[src/rtl/sram_arb_pkg.sv]
// Shared definitions for the SRAM port arbiter.
//   owner_t      : owner of the read currently returning data from the SRAM
//   MAX_WAIT_DEF : default number of consecutive lost cycles before A is forced to win
//   CNT_W        : width of the saturating conflict counter
package sram_arb_pkg;

    typedef enum logic [1:0] {
        OWN_NONE = 2'd0,
        OWN_A    = 2'd1,
        OWN_B    = 2'd2
    } owner_t;

    localparam int MAX_WAIT_DEF = 4;
    localparam int CNT_W        = 16;

endpackage

[src/rtl/sram_port_arbiter_starve_counter.sv]
// starve_counter: counts consecutive cycles in which requester A was pending
// but lost arbitration. Saturates at MAX_WAIT; o_at_max tells the arbiter
// that A must win this cycle.
//   clk      in  clock, rising edge
//   i_rst_n  in  synchronous active-low reset
//   i_clr    in  clear (A granted or A not requesting); has priority over i_inc
//   i_inc    in  A pending and lost this cycle
//   o_at_max out count has reached MAX_WAIT
module starve_counter
    import sram_arb_pkg::*;
#(
    parameter int MAX_WAIT = MAX_WAIT_DEF
) (
    input  logic clk,
    input  logic i_rst_n,
    input  logic i_clr,
    input  logic i_inc,
    output logic o_at_max
);

    localparam int W = $clog2(MAX_WAIT + 1);

    logic [W-1:0] r_cnt;

    always_ff @(posedge clk) begin
        if (!i_rst_n) begin
            r_cnt <= '0;
        end else if (i_clr) begin
            r_cnt <= '0;
        end else if (i_inc && (r_cnt != W'(MAX_WAIT))) begin
            r_cnt <= r_cnt + 1'b1;
        end
    end

    assign o_at_max = (r_cnt == W'(MAX_WAIT));

endmodule

[src/rtl/sram_port_arbiter.sv]
// sram_port_arbiter: shares one 1RW SRAM port between requester A
// (Wishbone side, read/write) and requester B (real-time pattern fetch,
// read-only). B wins by default; after MAX_WAIT consecutive lost cycles A is
// forced to win. Grants are combinational (0-cycle), read data returns one
// cycle after the grant.
//   io_wbs_clk / io_wbs_rst_n          clock, synchronous active-low reset
//   a_req/a_we/a_wmask/a_addr/a_wdata  A request fields, held until a_gnt
//   a_gnt/a_rvalid/a_rdata             A grant and read return
//   b_en/b_req/b_addr                  B request (b_en=0 masks b_req)
//   b_gnt/b_rvalid/b_rdata             B grant and read return
//   csb/web/wmask/addr/din/dout        SRAM macro port
//   conflict_cnt                       saturating count of contended cycles
module sram_port_arbiter
    import sram_arb_pkg::*;
#(
    parameter int ADDR_W   = 9,
    parameter int DATA_W   = 32,
    parameter int MASK_W   = 4,
    parameter int MAX_WAIT = MAX_WAIT_DEF
) (
    input  logic              io_wbs_clk,
    input  logic              io_wbs_rst_n,
    input  logic              a_req,
    input  logic              a_we,
    input  logic [MASK_W-1:0] a_wmask,
    input  logic [ADDR_W-1:0] a_addr,
    input  logic [DATA_W-1:0] a_wdata,
    output logic              a_gnt,
    output logic              a_rvalid,
    output logic [DATA_W-1:0] a_rdata,
    input  logic              b_en,
    input  logic              b_req,
    input  logic [ADDR_W-1:0] b_addr,
    output logic              b_gnt,
    output logic              b_rvalid,
    output logic [DATA_W-1:0] b_rdata,
    output logic              csb,
    output logic              web,
    output logic [MASK_W-1:0] wmask,
    output logic [ADDR_W-1:0] addr,
    output logic [DATA_W-1:0] din,
    input  logic [DATA_W-1:0] dout,
    output logic [CNT_W-1:0]  conflict_cnt
);

    logic              w_bq;
    logic              w_at_max;
    logic              w_a_win;
    logic              w_b_win;
    logic [MASK_W-1:0] w_wmask;
    logic [ADDR_W-1:0] w_addr;
    logic [DATA_W-1:0] w_din;
    logic              w_a_rvalid;
    logic              w_b_rvalid;

    logic [MASK_W-1:0] r_wmask;
    logic [ADDR_W-1:0] r_addr;
    logic [DATA_W-1:0] r_din;
    owner_t            r_inflight;
    logic [DATA_W-1:0] r_a_rdata;
    logic [DATA_W-1:0] r_b_rdata;
    logic [CNT_W-1:0]  r_conflict_cnt;

    assign w_bq = b_req & b_en;

    // Grants are suppressed while reset is low so the SRAM sees no access
    // even if requesters keep their request lines up during reset.
    assign w_a_win = io_wbs_rst_n & a_req & (~w_bq | w_at_max);
    assign w_b_win = io_wbs_rst_n & w_bq & ~w_a_win;

    starve_counter #(
        .MAX_WAIT (MAX_WAIT)
    ) u_starve (
        .clk      (io_wbs_clk),
        .i_rst_n  (io_wbs_rst_n),
        .i_clr    (~a_req | w_a_win),
        .i_inc    (a_req & ~w_a_win),
        .o_at_max (w_at_max)
    );

    // SRAM data-path outputs keep their last driven value on idle cycles
    // to avoid needless toggling on the macro pins.
    always_comb begin
        w_wmask = r_wmask;
        w_addr  = r_addr;
        w_din   = r_din;
        if (!io_wbs_rst_n) begin
            w_wmask = '0;
            w_addr  = '0;
            w_din   = '0;
        end else if (w_a_win) begin
            w_wmask = a_wmask;
            w_addr  = a_addr;
            w_din   = a_wdata;
        end else if (w_b_win) begin
            w_wmask = '0;
            w_addr  = b_addr;
            w_din   = '0;
        end
    end

    always_ff @(posedge io_wbs_clk) begin
        if (!io_wbs_rst_n) begin
            r_wmask        <= '0;
            r_addr         <= '0;
            r_din          <= '0;
            r_inflight     <= OWN_NONE;
            r_a_rdata      <= '0;
            r_b_rdata      <= '0;
            r_conflict_cnt <= '0;
        end else begin
            r_wmask <= w_wmask;
            r_addr  <= w_addr;
            r_din   <= w_din;
            if (w_a_win && !a_we) begin
                r_inflight <= OWN_A;
            end else if (w_b_win) begin
                r_inflight <= OWN_B;
            end else begin
                r_inflight <= OWN_NONE;
            end
            // Capture returning data so each rdata holds until its owner's next read.
            if (r_inflight == OWN_A) begin
                r_a_rdata <= dout;
            end
            if (r_inflight == OWN_B) begin
                r_b_rdata <= dout;
            end
            if (a_req && w_bq && (r_conflict_cnt != '1)) begin
                r_conflict_cnt <= r_conflict_cnt + 1'b1;
            end
        end
    end

    // In the rvalid cycle rdata is passed straight from dout; afterwards the
    // captured copy holds it. Outputs read as reset values while reset is low,
    // which also drops a read that was in flight when reset arrived.
    assign w_a_rvalid = io_wbs_rst_n & (r_inflight == OWN_A);
    assign w_b_rvalid = io_wbs_rst_n & (r_inflight == OWN_B);

    assign a_gnt        = w_a_win;
    assign b_gnt        = w_b_win;
    assign a_rvalid     = w_a_rvalid;
    assign b_rvalid     = w_b_rvalid;
    assign a_rdata      = !io_wbs_rst_n ? '0 : (w_a_rvalid ? dout : r_a_rdata);
    assign b_rdata      = !io_wbs_rst_n ? '0 : (w_b_rvalid ? dout : r_b_rdata);
    assign csb          = ~(w_a_win | w_b_win);
    assign web          = ~(w_a_win & a_we);
    assign wmask        = w_wmask;
    assign addr         = w_addr;
    assign din          = w_din;
    assign conflict_cnt = io_wbs_rst_n ? r_conflict_cnt : '0;

endmodule

[config.mk]
export PLATFORM = sky130hd
export DESIGN_NAME = sram_port_arbiter
export DESIGN_NICKNAME = d
export VERILOG_FILES = /design/src/rtl/sram_arb_pkg.sv /design/src/rtl/sram_port_arbiter_starve_counter.sv /design/src/rtl/sram_port_arbiter.sv
export SDC_FILE = /design/constraint.sdc
export NUM_CORES = 1
export LEC_CHECK = 0
export CAP_MARGIN = 20
export CORE_MARGIN = 2
export CORE_UTILIZATION = 30
export DETAILED_ROUTE_END_ITERATION = 16
export PLACE_DENSITY = 0.6
export REMOVE_ABC_BUFFERS = 1
export SLEW_MARGIN = 10
export SYNTH_ARGS = -nofsm -noshare
export SYNTH_HDL_FRONTEND = slang
export SYNTH_SLANG_ARGS = --single-unit
[constraint.sdc]
create_clock -name io_wbs_clk -period 2.9 [get_ports io_wbs_clk]
set_input_delay 0.725 -clock io_wbs_clk [delete_from_list [all_inputs] [get_ports io_wbs_clk]]
set_output_delay 0.725 -clock io_wbs_clk [all_outputs]
set_load 0.005 [all_outputs]
Figure 1. Track usage over the die (run 1).
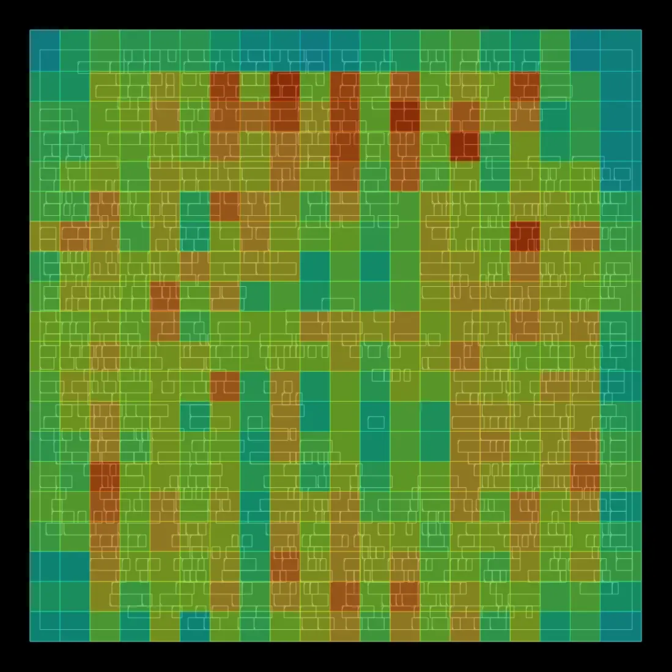
All-Layer GR Usage: 0.1845
Util after Layout: 0.5151
met3 Use GR: 0.04382
met1 Track Usage GR: 0.2467

Figure 2. Metal 2 (run 1).
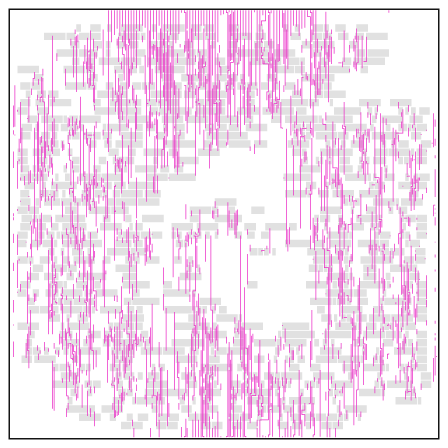
main direction = vertical
longest straight run = 49.0 um
share of all routed wire = 46%
nets with wire on the layer = 905
wire length on this layer = 8500 um
WL final: 18.30 mm
met2 Track Usage GR: 0.2988
detailed-route via count: 5884

==> notes.md, run 1 <==
run results: fa+ha+maj area frac=0.006707, endpoints failing setup=1, clock share of power=0.489, min cycle time layout=a little under 3 ns, core area=0.01815 mm^2, max cap viols=0, DP HPWL=12.37 mm, layout clock buffer count=20, RSZ-0062 raised after global routing=true, Clock transition at path regs=around 0.05 ns, Final clock-cell share=0.07054, dominant kind of cell by area=buffers, Max stage delay cell, worst path=clkdlybuf4s15_2, worst setup margin=-0.003451 ns, crit path max fanout=6, Top-area cell share=0.4650, Flop pwr share=0.382, n_taps=roughly 230, H-tree levels=4, hold_sp=r_b_rdata[7], RR Startpoint=r_conflict_cnt[0], row count=approximately 50, bufs w/o clock=306, Top Consumer=clock, Seq area share=0.2785, hold endpoint=r_b_rdata[7], Hold-fix buffers, CTS=0, Critical Path Start=b_en, top-count cell post-synth=nand2_1, Hold Crit Depth=2, input/output buffers=between 200 and 250, Detail Route Antenna Nets=0, Post-synth ARST share=0, FMAX=between 0.3 and 0.4 GHz, Initial Util=0.3084, reg2reg setup slack=about 0.97 ns, Worst VDD drop=416.0 uV, Post CTS Setup Buffer Count=16, pwr dens=roughly 520 mW/mm^2, Critical Path AT=approximately 2.2 ns, Internal Pwr Total=3787 uW, unique cell type count in the Yosys netlist=39, drt via density=between 4 and 5, largest net degree at the start of global routing=39, failing checks=setup timing, static leakage=0.003843 uW, Syn Area/Cell=8.267 um^2, Die Size=0.01976 mm^2, drt pass-1 iters=4, Synth top cells by count=nand2_1 (156), a21oi_1 (135), dfxtp_1 (130), outcome=complete, but fails checks, multi-input combinational area share=0.3012, GPL Wtd Cong=approximately 0.77, final total power=~4900 uW, Fill cells=about 1800, Worst path most repeated cell=buf_12, Gate power share=0.129, Comb gates=about 490, post-route cell area=~0.0093 mm^2
Figure 3. Signal wires on met3 (run 1).
The bar under the picture is 50 um long.
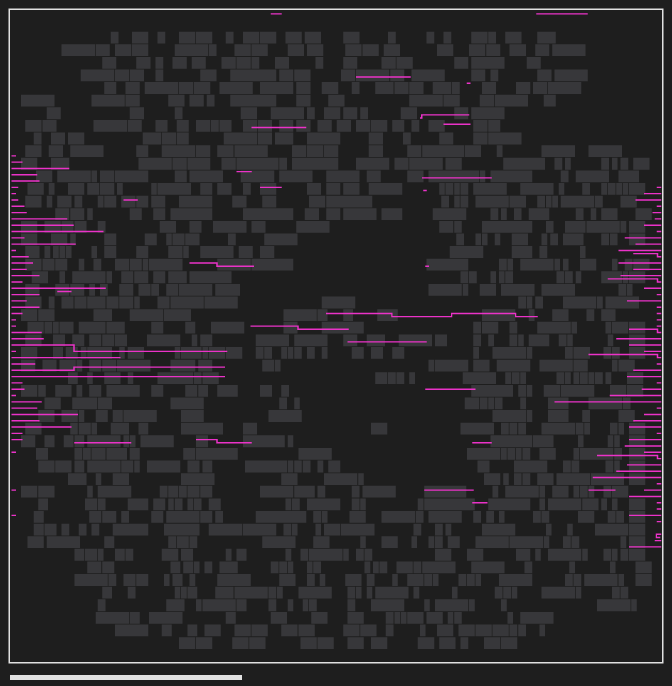
main direction = horizontal
wire length on this layer = 926 um
longest straight run = 45.8 um

## run 1: metal layers
layer	wire [um]	share of wire	track usage
met3	926	0.051	0.04382
met1	8639	0.47	0.2467
met5	0	0	0
met4	235	0.013	0.05263
met2	8496	0.46	0.2988
## run 1: critical path: cells and delay by family
| kind | cells | cell delay [ns] |
|---|---|---|
| buffers and inverters | 7 | 0.99 |
| and+or+nand+nor | 2 | 0.32 |
| AOI/OAI and AO/OA | 1 | 0.14 |
## run 1: sequential cells by signal (all words and copies together) (netlist names)
register and cells:
r_wmask 4, r_b_rdata 32, r_conflict_cnt 16, r_a_rdata 32, r_inflight 2, r_din 32, u_starve.r_cnt 3, r_addr 9
Figure 4. Wiring by layer (run 1).
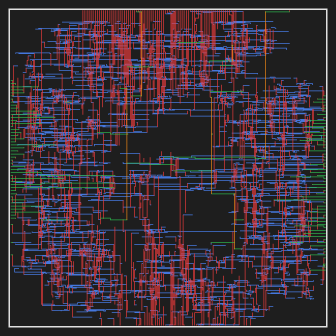

==> run 2: changes to the inputs <==
--- a/config.mk
+++ b/config.mk
@@ -11,6 +11,7 @@
 export DETAILED_ROUTE_END_ITERATION = 16
 export PLACE_DENSITY = 0.6
 export REMOVE_ABC_BUFFERS = 1
+export SKIP_LAST_GASP = 1
 export SLEW_MARGIN = 10
 export SYNTH_ARGS = -nofsm -noshare
 export SYNTH_HDL_FRONTEND = slang
Figure 5. Wiring by layer (run 2).
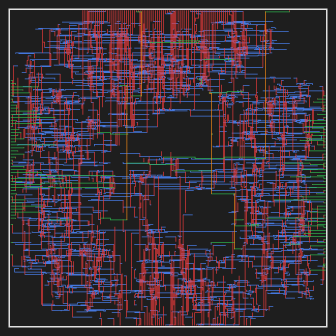
red -> metal 2  # wire length 8560 um
blue -> metal 1  # wire length 8830 um
orange -> metal 4  # wire length 233 um
green -> metal 3  # wire length 979 um
WL final: 18.59 mm
detailed-route via count: 5910

Figure 6. Track usage over the die (run 2).
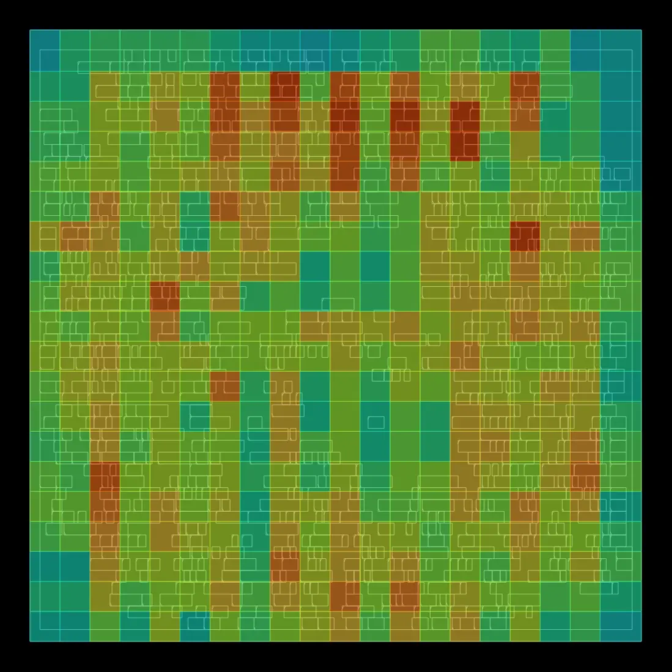
Util after Layout: 0.5188
drt wl/cell: 15.62 um
grt peak-use layer: met2

Figure 7. Signal wires on met3 (run 2).
The bar under the picture is 50 um long.
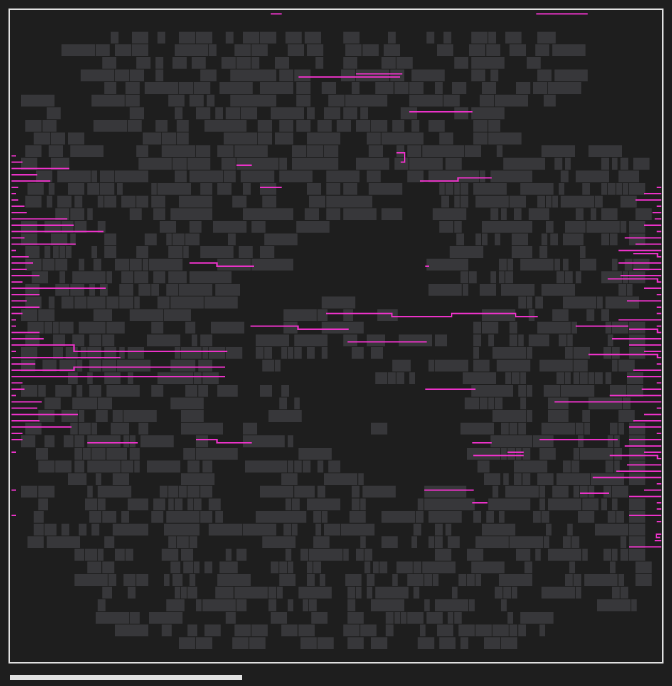
share of all routed wire = 5.3%
main direction = horizontal
nets with wire on the layer = 117

==> run 2 against run 1 <==
  * The run now ends clean
  * Clock skew is 0.00085 ns higher
  * Hold slack barely moved
  * Global-route usage unchanged
  * Cell count increased by 0.25%
  * Die size unchanged
  * Core utilization is 0.37 points higher
  * Clock-buffer cell count did not move
  * Setup slack better by 0.042 ns
  * Via count up 0.44%
  * Critical endpoint is now b_rdata[17]
==> notes.md, run 2 <==
run results: drt via density=4.966 (+0.19%), Initial Util=0.3084 (unchanged), worst setup margin=0.03899 ns (+0.04244 ns), Met3 Routed Length=979 um (+5.7%), Detail Route Antenna Nets=0 (unchanged), core area=0.01815 mm^2 (unchanged), Final clock-cell share=0.07003 (-0.0005062), final total power=4918 uW (+0.34%), input/output buffers=222 (unchanged), Die Size=0.01976 mm^2 (unchanged), drt pass-1 iters=4 (unchanged), Highest Signal Layer=met4, Post-synth ARST share=0 (unchanged), outcome=completed, static leakage=0.003887 uW (+1.1%), row count=49 (unchanged), top-count cell post-synth=nand2_1, DR WL met2=8.556 mm (+0.71%), DP HPWL=12.37 mm (unchanged), reg2reg setup slack=0.96 ns (about the same), RR Startpoint=r_conflict_cnt[0], min cycle time layout=2.861 ns (-0.04244 ns), crit path max fanout=38 (+32), instance count on the critical path=6 (-4), GPL Wtd Cong=0.7655 (unchanged), Hold-fix buffers, CTS=0 (unchanged), largest net degree at the start of global routing=39 (unchanged), endpoints failing setup=0 (-1), Hold Crit Depth=2 (unchanged), RSZ-0062 raised after global routing=true, All-Layer GR Usage=0.1845 (unchanged), Fill cells=1782 (+0.11%), H-tree levels=4 (unchanged), dominant kind of cell by area=buffers, Crit path max-delay family=buffers and inverters, Critical Path AT=2.14 ns (-0.04 ns), pwr dens=522.3 mW/mm^2 (-0.38%), Top Registers=r_a_rdata: 32 flops, r_b_rdata: 32 flops, r_din: 32 flops, Comb gates=485 (unchanged), max cap viols=0 (unchanged), critical path buffer and inverter count=5 (-2), multi-input combinational area share=0.2979 (-0.003224), fa+ha+maj area frac=0.006707 (unchanged), Top-area cell share=0.4650 (unchanged), met3 Use GR=0.04382 (unchanged), hold endpoint=r_b_rdata[7], wire length on met1=8.824 mm (+2.1%), n_taps=229 (unchanged), Synth top cells by count=nand2_1 (156), a21oi_1 (135), dfxtp_1 (130), Seq area share=0.2765 (-0.001999), Clock transition at path regs=0.05 ns (about the same), met1 Track Usage GR=0.2467 (unchanged)
run 2: cell counts after synthesis:
Identical to the previous run, type by type.
run 2: power by group:
group	total [uW]	leakage [uW]	switching, uW	internal, uW
sequential	1870	0.00106	24.2	1850
combinational	642	0.00251	273	369
clock	2400	0.000321	826	1580
run 2: what timing repair did:
item	in CTS	in global routing
setup buffers	16	2
pin swaps	10	5
gates cloned	4	3
resized	108	66
endpoints found under the setup margin	127	77
run 2: tightest hold or removal path, delay by kind of cell (launching register included):
| family | cells | cell delay, ns |
|---|---|---|
| simple gates | 1 | 0.06 |
| compound gates | 1 | 0.06 |
| flops | 1 | 0.29 |
Power figures rest on the tool's default switching activity, not on a simulated workload.
